**Signal metal coverage by tile**

Scale bar: 50 µm. 25 x 19 tiles, from dark blue (low) to red (high), scaled to the fullest tile. Values are wire area over tile area, all layers added.
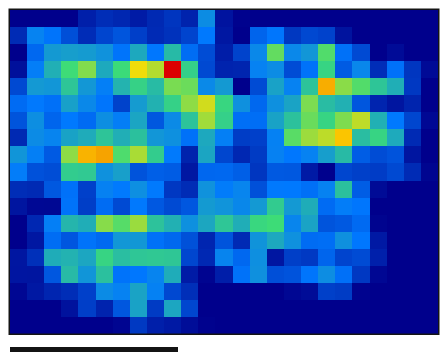
**Where the registers sit**

Scale bar: 50 µm.
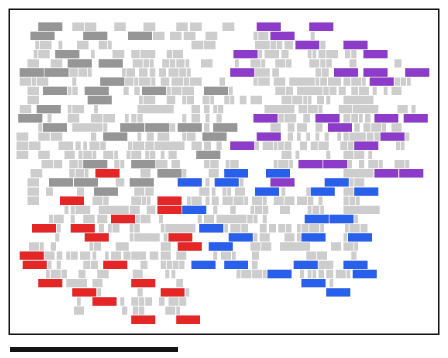
**Routed metal, one color a layer**

Scale bar: 50 µm.
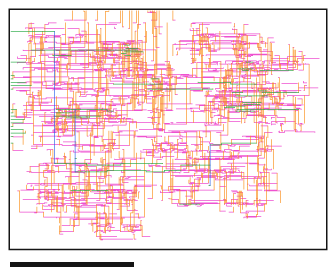
==> config.mk <==
export PLATFORM = sky130hd
export DESIGN_NAME = time_set_ctrl_flat
export DESIGN_NICKNAME = d
export VERILOG_FILES = /design/src/rtl/time_set_ctrl_pkg.sv /design/src/rtl/time_set_ctrl_if.sv /design/src/rtl/time_set_ctrl_debounce.sv /design/src/rtl/time_set_ctrl.sv /design/src/flat_wrapper.sv
export SDC_FILE = /design/constraint.sdc
export NUM_CORES = 1
export LEC_CHECK = 0
export CAP_MARGIN = 15
export CORE_ASPECT_RATIO = 0.75
export CORE_MARGIN = 1.5
export CORE_UTILIZATION = 41
export DETAILED_ROUTE_END_ITERATION = 16
export MAX_ROUTING_LAYER = met4
export SLEW_MARGIN = 10
export SYNTH_ARGS = -nofsm -noshare
export SYNTH_HDL_FRONTEND = slang
export SYNTH_HIERARCHICAL = 1
export SYNTH_SLANG_ARGS = --single-unit
==> constraint.sdc <==
create_clock -name CLOCK_50 -period 2.7 [get_ports CLOCK_50]
set_input_delay 0.27 -clock CLOCK_50 [delete_from_list [all_inputs] [get_ports CLOCK_50]]
set_output_delay 0.27 -clock CLOCK_50 [all_outputs]
set_load 0.01 [all_outputs]
==> src/rtl/time_set_ctrl_pkg.sv <==
// -----------------------------------------------------------------------------
// time_set_ctrl_pkg
// Shared types and constants for the single-button mm:ss time-setting front end.
//   mode_e        : operating mode of the setter (run / edit minutes / edit seconds)
//   MAX_MINSEC    : largest legal minutes or seconds value
//   MASK_MIN/SEC  : blink masks over {HEX3,HEX2,HEX1,HEX0} for the field being edited
//   incWrap       : +1 with wrap from 59 back to 0 (no carry into the other field)
//   captureMinSec : sanitises a captured counter value (anything above 59 becomes 0)
// -----------------------------------------------------------------------------
package time_set_ctrl_pkg;

  typedef enum logic [1:0] {
    MODE_RUN     = 2'd0,
    MODE_SET_MIN = 2'd1,
    MODE_SET_SEC = 2'd2
  } mode_e;

  localparam logic [5:0] MAX_MINSEC = 6'd59;

  localparam logic [3:0] MASK_MIN = 4'b1100;
  localparam logic [3:0] MASK_SEC = 4'b0011;

  // Each field wraps on its own so editing seconds never disturbs minutes.
  function automatic logic [5:0] incWrap(input logic [5:0] v);
    return (v == MAX_MINSEC) ? 6'd0 : v + 6'd1;
  endfunction

  // The time counter could in principle present an out-of-range value;
  // start editing from 0 rather than from garbage.
  function automatic logic [5:0] captureMinSec(input logic [5:0] v);
    return (v > MAX_MINSEC) ? 6'd0 : v;
  endfunction

endpackage

==> src/rtl/time_set_ctrl_if.sv <==
// -----------------------------------------------------------------------------
// time_set_ctrl_if
// Bundle between the time-setting controller and the mm:ss time counter /
// display path.
//   cur_min, cur_sec : current time from the counter (0..59)
//   run_en           : 1 = counter may advance, 0 while editing
//   load             : one-cycle strobe, counter loads load_min/load_sec
//   load_min/sec     : value to load, held between strobes
//   blink_mask       : 1 = blank that digit {HEX3,HEX2,HEX1,HEX0}
//   mode             : current mode_e of the controller
// Modports: master = controller side, slave = counter/display side.
// -----------------------------------------------------------------------------
interface time_set_ctrl_if;
  import time_set_ctrl_pkg::*;

  logic [5:0] cur_min;
  logic [5:0] cur_sec;
  logic       run_en;
  logic       load;
  logic [5:0] load_min;
  logic [5:0] load_sec;
  logic [3:0] blink_mask;
  mode_e      mode;

  modport master (
    input  cur_min, cur_sec,
    output run_en, load, load_min, load_sec, blink_mask, mode
  );

  modport slave (
    output cur_min, cur_sec,
    input  run_en, load, load_min, load_sec, blink_mask, mode
  );

endinterface

==> src/rtl/time_set_ctrl_debounce.sv <==
// -----------------------------------------------------------------------------
// key_debounce
// Two-flop synchroniser followed by a counter-based debouncer for an
// active-low pushbutton. Also suitable for conditioning the reset key.
//   i_clk     : system clock
//   i_reset   : synchronous active-high reset (output reads released)
//   i_key_n   : raw asynchronous pushbutton, active-low
//   o_pressed : debounced, active-high "button is held"
// -----------------------------------------------------------------------------
module key_debounce #(
  parameter int DEBOUNCE_CYC = 1_000_000
) (
  input  logic i_clk,
  input  logic i_reset,
  input  logic i_key_n,
  output logic o_pressed
);

  localparam int CW = (DEBOUNCE_CYC > 1) ? $clog2(DEBOUNCE_CYC) : 1;
  localparam logic [CW-1:0] CNT_LAST = CW'(DEBOUNCE_CYC - 1);

  logic          r_sync1;
  logic          r_sync2;
  logic          r_level;
  logic [CW-1:0] r_cnt;

  // The counter only runs while the synchronised input disagrees with the
  // accepted level; any agreeing cycle restarts it, so a glitch must persist
  // for DEBOUNCE_CYC consecutive cycles before it is believed.
  always_ff @(posedge i_clk) begin
    if (i_reset) begin
      r_sync1 <= 1'b1;
      r_sync2 <= 1'b1;
      r_level <= 1'b1;
      r_cnt   <= '0;
    end else begin
      r_sync1 <= i_key_n;
      r_sync2 <= r_sync1;
      if (r_sync2 == r_level) begin
        r_cnt <= '0;
      end else if (r_cnt == CNT_LAST) begin
        r_level <= r_sync2;
        r_cnt   <= '0;
      end else begin
        r_cnt <= r_cnt + CW'(1);
      end
    end
  end

  assign o_pressed = ~r_level;

endmodule

==> src/rtl/time_set_ctrl.sv <==
// -----------------------------------------------------------------------------
// time_set_ctrl
// Single-button time setter for the mm:ss clock. A long press walks
// RUN -> SET_MIN -> SET_SEC -> RUN; a short press bumps the field being
// edited. Edits happen on a shadow copy that is written back to the time
// counter with a one-cycle load strobe on the way back to RUN.
//   CLOCK_50 : system clock, sole clock domain
//   reset    : synchronous active-high reset
//   key_n    : raw active-low pushbutton (KEY[1])
//   bus      : time_set_ctrl_if.master (cur time in; run_en, load,
//              load_min/sec, blink_mask, mode out)
// -----------------------------------------------------------------------------
module time_set_ctrl
  import time_set_ctrl_pkg::*;
#(
  parameter int DEBOUNCE_CYC = 1_000_000,
  parameter int LONG_CYC     = 50_000_000,
  parameter int BLINK_CYC    = 12_500_000
) (
  input  logic              CLOCK_50,
  input  logic              reset,
  input  logic              key_n,
  time_set_ctrl_if.master   bus
);

  localparam int HW = $clog2(LONG_CYC + 1);
  localparam logic [HW-1:0] HOLD_LAST = HW'(LONG_CYC - 1);
  localparam logic [HW-1:0] HOLD_SAT  = HW'(LONG_CYC);

  localparam int BW = (BLINK_CYC > 1) ? $clog2(BLINK_CYC) : 1;
  localparam logic [BW-1:0] BLINK_LAST = BW'(BLINK_CYC - 1);

  logic          w_pressed;
  logic [HW-1:0] r_holdCnt;
  logic          w_longEvt;
  logic          w_shortEvt;

  mode_e         r_mode;
  logic          r_runEn;
  logic          r_load;
  logic [5:0]    r_loadMin;
  logic [5:0]    r_loadSec;
  logic [5:0]    r_shMin;
  logic [5:0]    r_shSec;

  mode_e         w_modeNxt;
  logic          w_runEnNxt;
  logic          w_loadNxt;
  logic [5:0]    w_loadMinNxt;
  logic [5:0]    w_loadSecNxt;
  logic [5:0]    w_shMinNxt;
  logic [5:0]    w_shSecNxt;

  logic [BW-1:0] r_blinkCnt;
  logic          r_phase;
  logic          w_enterSet;
  logic [3:0]    w_blinkMask;

  key_debounce #(
    .DEBOUNCE_CYC (DEBOUNCE_CYC)
  ) u_keyDebounce (
    .i_clk     (CLOCK_50),
    .i_reset   (reset),
    .i_key_n   (key_n),
    .o_pressed (w_pressed)
  );

  // Hold counter: counts cycles of the current press, parks at LONG_CYC so it
  // cannot wrap, and clears on the first released cycle.
  always_ff @(posedge CLOCK_50) begin
    if (reset) begin
      r_holdCnt <= '0;
    end else if (!w_pressed) begin
      r_holdCnt <= '0;
    end else if (r_holdCnt != HOLD_SAT) begin
      r_holdCnt <= r_holdCnt + HW'(1);
    end
  end

  // The long pulse is tied to a single counter value, so saturation makes it
  // fire once per press. The hold counter is nonzero while released only on
  // the release-edge cycle; it sits at HOLD_SAT there exactly when the long
  // pulse already fired, which is what suppresses the short pulse.
  assign w_longEvt  = w_pressed && (r_holdCnt == HOLD_LAST);
  assign w_shortEvt = !w_pressed && (r_holdCnt != '0) && (r_holdCnt != HOLD_SAT);

  // Mode state plus all registered outputs and the shadow time.
  always_ff @(posedge CLOCK_50) begin
    if (reset) begin
      r_mode    <= MODE_RUN;
      r_runEn   <= 1'b1;
      r_load    <= 1'b0;
      r_loadMin <= '0;
      r_loadSec <= '0;
      r_shMin   <= '0;
      r_shSec   <= '0;
    end else begin
      r_mode    <= w_modeNxt;
      r_runEn   <= w_runEnNxt;
      r_load    <= w_loadNxt;
      r_loadMin <= w_loadMinNxt;
      r_loadSec <= w_loadSecNxt;
      r_shMin   <= w_shMinNxt;
      r_shSec   <= w_shSecNxt;
    end
  end

  // Next-state logic. cur_min/cur_sec are looked at only when leaving RUN,
  // so the counter is free to show anything while the user edits.
  always_comb begin
    w_modeNxt    = r_mode;
    w_runEnNxt   = r_runEn;
    w_loadNxt    = 1'b0;
    w_loadMinNxt = r_loadMin;
    w_loadSecNxt = r_loadSec;
    w_shMinNxt   = r_shMin;
    w_shSecNxt   = r_shSec;
    case (r_mode)
      MODE_RUN: begin
        if (w_longEvt) begin
          w_modeNxt  = MODE_SET_MIN;
          w_runEnNxt = 1'b0;
          w_shMinNxt = captureMinSec(bus.cur_min);
          w_shSecNxt = captureMinSec(bus.cur_sec);
        end
      end
      MODE_SET_MIN: begin
        if (w_longEvt) begin
          w_modeNxt = MODE_SET_SEC;
        end else if (w_shortEvt) begin
          w_shMinNxt = incWrap(r_shMin);
        end
      end
      MODE_SET_SEC: begin
        if (w_longEvt) begin
          w_modeNxt    = MODE_RUN;
          w_runEnNxt   = 1'b1;
          w_loadNxt    = 1'b1;
          w_loadMinNxt = r_shMin;
          w_loadSecNxt = r_shSec;
        end else if (w_shortEvt) begin
          w_shSecNxt = incWrap(r_shSec);
        end
      end
      default: begin
        w_modeNxt  = MODE_RUN;
        w_runEnNxt = 1'b1;
      end
    endcase
  end

  // Blink phase restarts on entry to either edit mode so the freshly selected
  // field is shown first, then flips every BLINK_CYC cycles.
  assign w_enterSet = (w_modeNxt != r_mode) && (w_modeNxt != MODE_RUN);

  always_ff @(posedge CLOCK_50) begin
    if (reset) begin
      r_blinkCnt <= '0;
      r_phase    <= 1'b0;
    end else if (w_enterSet || (r_mode == MODE_RUN)) begin
      r_blinkCnt <= '0;
      r_phase    <= 1'b0;
    end else if (r_blinkCnt == BLINK_LAST) begin
      r_blinkCnt <= '0;
      r_phase    <= ~r_phase;
    end else begin
      r_blinkCnt <= r_blinkCnt + BW'(1);
    end
  end

  // Blank the edited pair of digits during the odd half-period only.
  always_comb begin
    w_blinkMask = 4'b0000;
    if (r_phase) begin
      case (r_mode)
        MODE_SET_MIN: w_blinkMask = MASK_MIN;
        MODE_SET_SEC: w_blinkMask = MASK_SEC;
        default:      w_blinkMask = 4'b0000;
      endcase
    end
  end

  assign bus.mode       = r_mode;
  assign bus.run_en     = r_runEn;
  assign bus.load       = r_load;
  assign bus.load_min   = r_loadMin;
  assign bus.load_sec   = r_loadSec;
  assign bus.blink_mask = w_blinkMask;

endmodule

==> src/flat_wrapper.sv <==
// flat-port wrapper written by rule: the top's interface ports become plain ports
module time_set_ctrl_flat import time_set_ctrl_pkg::*;
#(
  parameter int DEBOUNCE_CYC = 1_000_000,
  parameter int LONG_CYC     = 50_000_000,
  parameter int BLINK_CYC    = 12_500_000
)
  (CLOCK_50, reset, key_n, bus_cur_min, bus_cur_sec, bus_run_en, bus_load, bus_load_min, bus_load_sec, bus_blink_mask, bus_mode);
  time_set_ctrl_if bus_i ();
  input  logic CLOCK_50;
  input  logic reset;
  input  logic key_n;
  input wire logic [$bits(bus_i.cur_min)-1:0] bus_cur_min;
  input wire logic [$bits(bus_i.cur_sec)-1:0] bus_cur_sec;
  output wire logic [$bits(bus_i.run_en)-1:0] bus_run_en;
  output wire logic [$bits(bus_i.load)-1:0] bus_load;
  output wire logic [$bits(bus_i.load_min)-1:0] bus_load_min;
  output wire logic [$bits(bus_i.load_sec)-1:0] bus_load_sec;
  output wire logic [$bits(bus_i.blink_mask)-1:0] bus_blink_mask;
  output wire logic [$bits(bus_i.mode)-1:0] bus_mode;
  assign bus_i.cur_min = bus_cur_min;
  assign bus_i.cur_sec = bus_cur_sec;
  assign bus_run_en = bus_i.run_en;
  assign bus_load = bus_i.load;
  assign bus_load_min = bus_i.load_min;
  assign bus_load_sec = bus_i.load_sec;
  assign bus_blink_mask = bus_i.blink_mask;
  assign bus_mode = bus_i.mode;
  time_set_ctrl #(.DEBOUNCE_CYC(DEBOUNCE_CYC), .LONG_CYC(LONG_CYC), .BLINK_CYC(BLINK_CYC)) u_core (.CLOCK_50(CLOCK_50), .reset(reset), .key_n(key_n), .bus(bus_i));
endmodule
==> deck_impl_summary.md <==
Physical Implementation Snapshot

Clocking
  • Post-cts hold-fix buffer tally: 0
  • Count of instances resized after the clock tree is built: 0
  • Cell at the root of the clock tree: sky130_fd_sc_hd__clkbuf_16
  • TritonCTS clock tree: done
  • Num Clock Sinks: 102
  • Number of clock buffers inserted by TritonCTS: 9
  • Clock latency at the later pin of the worst-skew pair: 0.34 ns
  • H-tree Lvls: 3

Power
  • Worst IR Drop VDD: 0.000347 V
  • Reg power frac: 50.9%
  • Net Sw Frac: 19.9%
  • Pwr Density: 535 nW/µm²
  • Switch Pwr: 0.589 mW
  • Leak Pwr: 1.80 nW
  • Fraction of power consumed by the clock network: 47.4%

Timing
  • Final worst path period share: 84.8%
  • Setup tns final: 0 ns
  • Final Hold Vio Count: 0
  • Setup Viol. Count Final: 0
  • Unrepaired setup endpoints after global routing: no
  • Fmax: 0.437 GHz
  • Remaining max-slew budget at the tightest pin: 58.6%
  • Setup skew after layout: 0.00610 ns
  • Final Worst Setup Slack: 0.411 ns

Synth
  • Mapped Cells: 539
  • Fraction of the mapped netlist area in adder cells: 1.58%
  • Synthesized netlist net count: 560
  • Number of warnings issued by yosys: 6
  • Yosys-reported design area after synthesis: 4740 µm²
  • Cell area after technology mapping: 4740 µm²
  • Avg Synthesized Cell Area: 8.79 µm²
  • Library cell occupying the most area in the post-synthesis netlist: sky130_fd_sc_hd__dfxtp_1
  • Count of library flops with an enable pin: 0
  • Compound Share, Synth: 8.82%
  • Top cells by instance count after synthesis: sky130_fd_sc_hd__nor2_1 (105), sky130_fd_sc_hd__dfxtp_1 (102), sky130_fd_sc_hd__xnor2_1 (35), sky130_fd_sc_hd__nand2_1 (31), sky130_fd_sc_hd__xor2_1 (27)
  • Most used flip-flop cell after synthesis: sky130_fd_sc_hd__dfxtp_1
  • Fraction of post-synthesis cell area in the top cell type by area: 43.1%
  • Most common cell in the netlist: sky130_fd_sc_hd__nor2_1
  • Sequential element share of the synthesized area: 43.1%
  • Area fraction in mux cells: 2.32%
  • Simple-Gate Fraction of Synth Area: 29.4%
  • Xor/xnor share of the synthesized area: 11.5%

Floorplanning
  • Number of primary I/O pins: 35
  • Initial core utilization: 42.6%
  • Die extent in x: 127 µm
  • Area of the chip: 12200 µm²

Setup path
  • Worst endpoint required time: 2.94 ns
  • Family with the most delay on the worst path: AND-OR/OR-AND gates
  • Launching instance or port of the critical path: u_core/r_holdCnt[0]$_SDFFE_PP0P_
  • Worst path cell trace: inv_1, ha_1, nor2b_1, and4_1, and2_1, o31ai_1, buf_4, nand2_1, a32o_1
  • Buf+Inv Stages, Crit Path: 2
  • End of the worst register-to-register path: u_core/r_shMin[5]$_SDFFE_PP0P_
  • Data arrival time of the worst path: 2.53 ns
  • Destination of the critical timing path: u_core/r_shMin[5]$_SDFFE_PP0P_
  • Setup slack of the most critical reg-to-reg path: 0.41 ns
  • CP Launch Type: flip-flop
  • CP Class: reg2reg
  • Critical path depth: 9
  • Max stage delay on crit path: 0.42 ns
  • Start of the worst register-to-register path: u_core/r_holdCnt[0]$_SDFFE_PP0P_

Finish
  • Non-clk buf share: 7.23%
  • Filler cell count: 1045
  • Flip-flop and latch count: 102
  • Most flops, register: u_core/r_holdCnt
  • Largest cell class by area: multi-input combinational cells
  • Comb area share: 45.8%
  • Seq. cell area: 2040 µm²
  • Synth-to-Final Area Change: 16.9%
  • Number of buffers other than clock buffers in the final layout: 42
  • Sequential portion of the cell area: 36.9%
  • Relative area of clock buffers and inverters in the final design: 5.87%
  • Multi-input combinational cell count: 403
  • Clock Buffer Count: 11
  • Share of final-layout standard cells stronger than drive strength 1: 7.09%
  • Number of flip-flops under the largest register name: 26
  • Top Layout Cells: sky130_fd_sc_hd__nor2_1 (105), sky130_fd_sc_hd__dfxtp_1 (102), sky130_fd_sc_hd__xnor2_1 (35)

Routing
  • Total met3 wirelength after detailed routing: 526 µm
  • Total length of routed met2 wires: 4160 µm
  • First drt pass iteration count: 6
  • Post-DRT Antenna Nets: 0
  • Routed metal-1 wirelength: 5310 µm
  • Post-detailed-route DRC marker count: 0
  • Routed via count divided by cell count: 5.41

Flow run
  • Number of max-cap violations: 0

Placement
  • Gp weighted congestion: 0.821
  • IO buf count: 34
  • Worst-case setup slack after placement: 0.399 ns
  • Post-DP HPWL: 7200 µm

Hold path
  • Worst hold endpoint: u_core/u_keyDebounce/r_sync2$_SDFF_PP1_
  • Worst hold path cell count: 1
  • Hold Path Class: reg2reg

Global routing
  • Most utilized layer in the global route result: met1
  • Total congestion overflow after global routing: 0
  • Number of global-route vias before repair: 3560
  • Met3 track demand over resource: 4.78%

Status
  • Run status: finished clean
-- 'signal metal coverage by tile' (at the start) --
tiles over half the peak: 6.7%
nearly empty tiles: 23%
mean over tiles: 0.13
densest ninth of the die: left middle
fullest tile: 0.62
wire length after detailed routing: 10100 µm
overall track demand over capacity in global routing: 18.4%
total vias in the final route: 3882

-- 'where the registers sit' (at the start) --
legend:
  u_core/r_blinkCnt:
    color: blue
    placed_flops: 24
  u_core/r_holdCnt:
    color: purple
    placed_flops: 26
  u_core/u_keyDebounce/r_cnt:
    color: red
    placed_flops: 20

-- 'routed metal, one color a layer' (at the start) --
legend:
  metal 2:
    color: orange
    wire_length: 4160 µm
  metal 4:
    color: blue
    wire_length: 94.5 µm
  metal 1:
    color: magenta
    wire_length: 5310 µm
  metal 3:
    color: green
    wire_length: 526 µm
Wirelength per Cell: 14.1 µm

[power by group through the flow]
| stage | sequential, mW | clock (mW) | combinational (mW) |
|---|---|---|---|
| detailed placement | 1.54 | 0 | 0.0520 |
| global route | 1.51 | 1.50 | 0.0569 |
| global placement | 1.54 | 0 | 0.0515 |
| floorplan | 1.54 | 0 | 0.0207 |
| finish | 1.51 | 1.40 | 0.0523 |
| CTS | 1.51 | 1.45 | 0.0524 |
[metrics by stage]
stage	utilization, %	power [mW]	hold WS, ns	instance area [µm²]	std cells
6_report	49.9	2.96	0.420	5540	718
5_1_grt	49.9	3.06	0.433	5540	718
4_1_cts	49.9	3.01	0.421	5540	718
3_5_place_dp	46.9	1.59	0.402	5210	702
3_3_place_gp	46.9	1.59	0.395	5210	702
2_1_floorplan	-	1.56	0.347	4740	539
Power is estimated from default activity; no workload was simulated.
